==> src/rtl/a2d_seq_pkg.sv <==
//------------------------------------------------------------------------------
// Module   : a2d_seq_pkg
// Function : Shared types and constants for the A2D conversion sequencer:
//            FSM state encoding, SPI command framing and channel count.
// Revision : 1.0 - initial release
//------------------------------------------------------------------------------
`default_nettype none

package a2d_seq_pkg;

  // Sequencer states: idle, first SPI transaction, one-cycle spacer, second
  // SPI transaction (the one whose received word carries the result).
  typedef enum logic [1:0] {
    IDLE = 2'd0,
    TX1  = 2'd1,
    GAP  = 2'd2,
    TX2  = 2'd3
  } state_t;

  localparam logic [1:0]  C_CMD_PREFIX = 2'b00;
  localparam logic [10:0] C_CMD_PAD    = 11'h000;
  localparam int          C_NUM_CHNL   = 8;
  localparam int          C_CHNL_W     = 3;
  localparam int          C_RES_W      = 12;

  // Build the 16-bit ADC command word for a given channel.
  function automatic logic [15:0] make_cmd(input logic [C_CHNL_W-1:0] ch);
    return {C_CMD_PREFIX, ch, C_CMD_PAD};
  endfunction

endpackage

`default_nettype wire

==> src/rtl/a2d_res_table.sv <==
//------------------------------------------------------------------------------
// Module   : a2d_res_table
// Function : Eight-entry scan result table; one synchronous write port and
//            one combinational read port. Cleared by asynchronous reset.
// Revision : 1.0 - initial release
//------------------------------------------------------------------------------
`default_nettype none

module a2d_res_table
  import a2d_seq_pkg::*;
(
  input  logic                clk,
  input  logic                rst_n,
  input  logic                we,
  input  logic [C_CHNL_W-1:0] wr_addr,
  input  logic [C_RES_W-1:0]  wr_data,
  input  logic [C_CHNL_W-1:0] rd_addr,
  output logic [C_RES_W-1:0]  rd_data
);

  logic [C_RES_W-1:0] r_mem [C_NUM_CHNL];

  // Table storage: cleared on reset, one entry written per completed scan.
  always_ff @(posedge clk or negedge rst_n) begin
    if (!rst_n) begin
      for (int i = 0; i < C_NUM_CHNL; i++) begin
        r_mem[i] <= '0;
      end
    end else if (we) begin
      r_mem[wr_addr] <= wr_data;
    end
  end

  assign rd_data = r_mem[rd_addr];

endmodule

`default_nettype wire

==> src/rtl/a2d_seq.sv <==
//------------------------------------------------------------------------------
// Module   : a2d_seq
// Function : A2D conversion sequencer. Each conversion issues two identical
//            SPI commands to an external ADC; the word received on the second
//            transaction is the result. Supports single conversions on a
//            chosen channel and a round-robin scan of all channels into a
//            result table.
// Revision : 1.0 - initial release
//------------------------------------------------------------------------------
`default_nettype none

module a2d_seq
  import a2d_seq_pkg::*;
(
  input  logic                clk,
  input  logic                rst_n,
  input  logic                strt_cnv,
  input  logic [C_CHNL_W-1:0] chnnl,
  input  logic                scan_en,
  output logic                cnv_cmplt,
  output logic [C_RES_W-1:0]  res,
  input  logic [C_CHNL_W-1:0] rd_chnl,
  output logic [C_RES_W-1:0]  rd_res,
  output logic                wrt,
  output logic [15:0]         cmd,
  input  logic                done,
  input  logic [15:0]         rd_data
);

  state_t              r_state;
  logic                r_is_scan;
  logic [C_CHNL_W-1:0] r_scan_ptr;

  logic                w_xfer_done;
  logic                w_tbl_we;
  logic                w_unused_hi;

  // done is still high from the previous idle period during the cycle wrt is
  // asserted, so it only counts as completion once the request has dropped.
  assign w_xfer_done = done && !wrt;
  assign w_tbl_we    = (r_state == TX2) && w_xfer_done && r_is_scan;
  assign w_unused_hi = ^rd_data[15:C_RES_W];

  // Conversion sequencer: issues both SPI requests and captures the result.
  always_ff @(posedge clk or negedge rst_n) begin
    if (!rst_n) begin
      r_state    <= IDLE;
      wrt        <= 1'b0;
      cmd        <= 16'h0000;
      cnv_cmplt  <= 1'b0;
      res        <= '0;
      r_is_scan  <= 1'b0;
      r_scan_ptr <= '0;
    end else begin
      wrt <= 1'b0;
      case (r_state)
        IDLE: begin
          if (strt_cnv) begin
            wrt       <= 1'b1;
            cmd       <= make_cmd(chnnl);
            r_is_scan <= 1'b0;
            cnv_cmplt <= 1'b0;
            r_state   <= TX1;
          end else if (scan_en) begin
            wrt       <= 1'b1;
            cmd       <= make_cmd(r_scan_ptr);
            r_is_scan <= 1'b1;
            cnv_cmplt <= 1'b0;
            r_state   <= TX1;
          end
        end
        TX1: begin
          if (w_xfer_done) begin
            r_state <= GAP;
          end
        end
        GAP: begin
          wrt     <= 1'b1;
          r_state <= TX2;
        end
        TX2: begin
          if (w_xfer_done) begin
            res       <= rd_data[C_RES_W-1:0];
            cnv_cmplt <= 1'b1;
            r_state   <= IDLE;
            if (r_is_scan) begin
              r_scan_ptr <= r_scan_ptr + 3'd1;
            end
          end
        end
        default: r_state <= IDLE;
      endcase
    end
  end

  a2d_res_table u_res_table (
    .clk     (clk),
    .rst_n   (rst_n),
    .we      (w_tbl_we),
    .wr_addr (r_scan_ptr),
    .wr_data (rd_data[C_RES_W-1:0]),
    .rd_addr (rd_chnl),
    .rd_data (rd_res)
  );

endmodule

`default_nettype wire

==> config.mk <==
export PLATFORM = sky130hd
export DESIGN_NAME = a2d_seq
export DESIGN_NICKNAME = d
export VERILOG_FILES = /design/src/rtl/a2d_seq_pkg.sv /design/src/rtl/a2d_res_table.sv /design/src/rtl/a2d_seq.sv
export SDC_FILE = /design/constraint.sdc
export NUM_CORES = 1
export LEC_CHECK = 0
export CAP_MARGIN = 0
export CELL_PAD_IN_SITES_DETAIL_PLACEMENT = 1
export CELL_PAD_IN_SITES_GLOBAL_PLACEMENT = 1
export CORE_MARGIN = 2
export CORE_UTILIZATION = 44
export CTS_BUF_LIST = sky130_fd_sc_hd__clkbuf_4 sky130_fd_sc_hd__clkbuf_8
export CTS_CLUSTER_SIZE = 25
export DETAILED_ROUTE_END_ITERATION = 12
export PLACE_DENSITY = 0.9
export SYNTH_ARGS = -nofsm -noshare
export SYNTH_HDL_FRONTEND = slang
export SYNTH_SLANG_ARGS = --single-unit
==> constraint.sdc <==
create_clock -name clk -period 2.4 [get_ports clk]
set_clock_uncertainty 0.1 [all_clocks]
set_input_delay 0.6 -clock clk [delete_from_list [all_inputs] [get_ports clk]]
set_output_delay 0.6 -clock clk [all_outputs]
set_load 0.02 [all_outputs]
==> ci_impl_report.md <==
## Synthesis and layout report

| Metric | Value |
|---|---|
| Run status | `complete, but fails checks` |
| Violated checks | `setup timing` |
| Drt first pass iters | `4` |
| Die X | `between 100 and 150 um` |
| Period minus WS final | `2.577 ns` |
| Flip-flop and latch area | `2978 um2` |
| Hold WC Path Type | `in2async` |
| Most frequent cells in the layout | `dfrtp_1 (119), mux2_2 (90), clkdlybuf4s50_1 (35)` |
| Slew HR | `around two thirds` |
| Top cell by count, worst path | `buf_12` |
| P_leak | `about 3.4 nW` |
| Critical path fanouts, max | `5` |
| Post-route ant nets | `0` |
| Largest net degree at the start of global routing | `38` |
| Worst setup path class | `in2out` |
| Final tally of setup violations | `12` |
| Die ar. | `between 10,000 and 15,000 um2` |
| I/O pin count | `approximately 69` |
| Hold Fails Final Rpt | `0` |
| Mapped cell area | `roughly 5500 um2` |
| CTS tree | `built` |
| Required time worst endpoint | `roughly 1.7 ns` |
| Area figure in the yosys stat output | `5543 um2` |
| H-tree levels | `4` |
| Late-Pin Clk Latency | `0.44 ns` |
| CP max-delay cell | `mux4_2` |
| Total CTS buffers | `17` |
| Synth Seq Share | `53.72%` |
| Crit start category | `primary input` |
| CTS Sinks | `~120` |
| Multi-input logic area | `about 2400 um2` |
| Antenna violations before repair | `0` |
| Final core occ | `about 58%` |
| Fin crit share | `107.4%` |
| Final setup TNS | `-1.616 ns` |
| Most used logic cell in the final layout | `dfrtp_1` |
| Power Dens Cells | `968.3 nW/um2` |
| Critical R2R Launch | `r_state[1]$_DFFE_PN0P_` |
| Die Y | `approximately 120 um` |
| Ratio of cells with drive above 1 in the final layout | `a little over half` |
| CP Capture Type | `output pin` |
| DRT Wirelength | `14,070 um` |
| RSZ-0062 raised after global routing | `true` |
| PortBufs | `~51` |
| Fillcell total | `roughly 1,200` |
| Core Area | `around 12,000 um2` |
| Final worst slack | `-0.1774 ns` |
| GPL Wtd Cong | `0.7545` |
| Total gr overflow | `0` |
| Ys flops | `~120` |
| Diode count | `0` |
| First-pass GRT wire length | `22,050 um` |
| Row cnt | `40` |
| F_max | `roughly 390 MHz` |
| Clk slew on worst S/H paths | `~0.070 ns` |
| Average size of a mapped cell | `15.75 um2` |
| Vias in the first global route | `between 3,000 and 4,000` |
| Pre-CTS setup slack | `-1.044 ns` |
| R2R setup slack | `roughly 0.18 ns` |
| DR vias/cell | `5.431` |
| Initial Util | `between 40% and 50%` |
| Worst path bufs/invs | `4` |
| Worst EP arrival | `roughly 1.9 ns` |
| Post-DP HPWL | `about 8400 um` |
| VDD IR max | `around 0.83 mV` |
| Vias | `around 3,400` |
| Slew Limit Fails | `0` |
| Final #Nets | `about 470` |
| Tool warnings | `36` |
| Critical Path Max Stage Delay | `0.51 ns` |
| Number of cells in Yosys stat | `352` |
| Slew @ Worst Pin | `0.5257 ns` |
| Crit path launch | `rd_chnl[0]` |
| Synth Warn # | `0` |
| Detailed-route DRC error count | `0` |
| Clk buf depth | `2` |
| Synth Instances | `roughly 350` |
| Drt wl/cell | `22.81 um` |
| Initial DRC Count | `between 100 and 150` |
| Reported max-cap violation count | `0` |
| Total Routing Usage GR | `between 20 and 25%` |
| Area growth from synthesis to layout | `26.59%` |
| Root Buffer | `clkbuf_8` |
| Worst-path cell chain | `buf_12, buf_12, buf_12, mux4_2, mux2_4, buf_6` |
| Kind of cell adding the most delay to the critical path | `multiplexers` |
| Post-synthesis cell type count | `31` |
metrics by stage:
step,hold slack (ns),total power [W],instance area [um2],cells
3_5_place_dp,0.3934,0.004938,6391,569
2_1_floorplan,0.2044,0.004131,5662,364
4_1_cts,0.01940,0.006829,6985,614
6_report,0.02003,0.006794,7017,617
3_3_place_gp,0.3814,0.004779,6391,569
5_1_grt,0.02911,0.007138,7017,617
power breakdown:
part,leakage (nW),switching [W],internal [W],total (W)
registers,1.59,0.000364,0.00253,0.00290
clock network,0.204,0.000812,0.000996,0.00181
logic,1.59,0.000873,0.00122,0.00209
total,3.39,0.00205,0.00475,0.00679
what timing repair did:
item,4_1_cts,5_1_grt
setup endpoints to repair,12,12
cloned,3,0
resized,89,2
hold buffers,0,0
setup buffers,11,3
path summary, 6_finish.rpt:
| kind | to | cells past startpoint |
|---|---|---|
| min in group clk | u_res_table.r_mem[0]$_DFFE_PN0P_ | 1 |
| worst max register to register | u_res_table.r_mem[45]$_DFFE_PN0P_ | 5 |
| max in group asynchronous | u_res_table.r_mem[12]$_DFFE_PN0P_ | 2 |
| worst max-delay path | rd_res[11] | 6 |
| worst min-delay path | u_res_table.r_mem[77]$_DFFE_PN0P_ | 1 |
| worst min register to register | u_res_table.r_mem[0]$_DFFE_PN0P_ | 1 |
routing by layer:
metal	track usage [%]	up-vias	wire [um]
met5	0	-	0
li1	-	1434	-
met4	6.190	0	104
met3	6.591	11	510
met1	26.81	1827	5682
met2	40.85	79	7776
flip-flops by register name (all words and copies together), names as in the netlist:
signal	count
res	12
cmd	3
r_is_scan	1
u_res_table.r_mem	96
r_scan_ptr	3
r_state	2
cnv_cmplt	1
wrt	1
synth_stat cells, drive strengths merged:
cell type,instances,area [um2]
mux2i,1,10.01
and4bb,1,12.51
inv,4,15.01
mux4,24,540.5
or4b,3,37.54
nor2,6,22.52
or3b,1,8.760
or4,1,11.26
o22ai,3,18.77
nor3,1,5.000
o21ai,6,30.03
nand2b,1,6.260
a21oi,6,30.03
xnor2,1,8.760
xor2,1,8.760
ha,6,75.07
nor2b,1,6.260
nand3,1,5.000
clkbuf,6,22.52
nand3b,4,30.03
buf,28,187.7
nand4b,1,8.760
mux2,122,1449
conb,1,3.750
nand2,3,11.26
dfrtp,119,2978
area by class of cell:
type                       instances  area share (%)
clock inverter                    10           1.462
timing repair buffer              88           14.23
inverter                           4          0.2140
multi-input combinational        207           34.63
sequential                       119           42.44
clock buffer                      21           4.030
tap                              168           2.996
kinds of logic (layout without fill, tap and decap cells):
logic type      Yosys count  in the layout  synth area share, %
compound gates           15             15                1.422
xor+xnor                  2              2               0.3161
fa+ha+maj                 6              6                1.354
buf+inv                  38            123                4.063
flops                   119            119                53.72
mux                     147            147                36.07
other cells               1             13              0.06766
simple gates             24             24                2.980
Figure 1. Signal wires on met1.
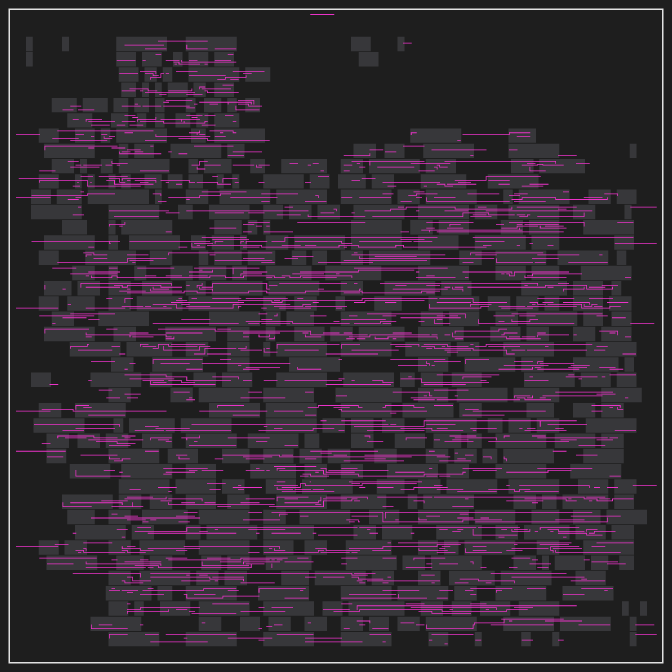
- main direction: horizontal
- wire length on this layer: 5,680 um
- nets with wire on the layer: 422

Figure 2. Signal wires on met2.
Bar = 20 um.
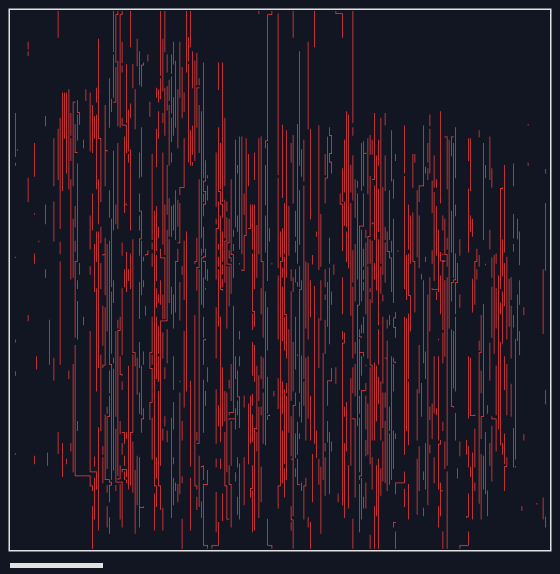
- nets with wire on the layer: 449
- wire length on this layer: 7,780 um
- longest straight run: 59.1 um
- share of all routed wire: 55%

Power and IR drop assume default switching activity.
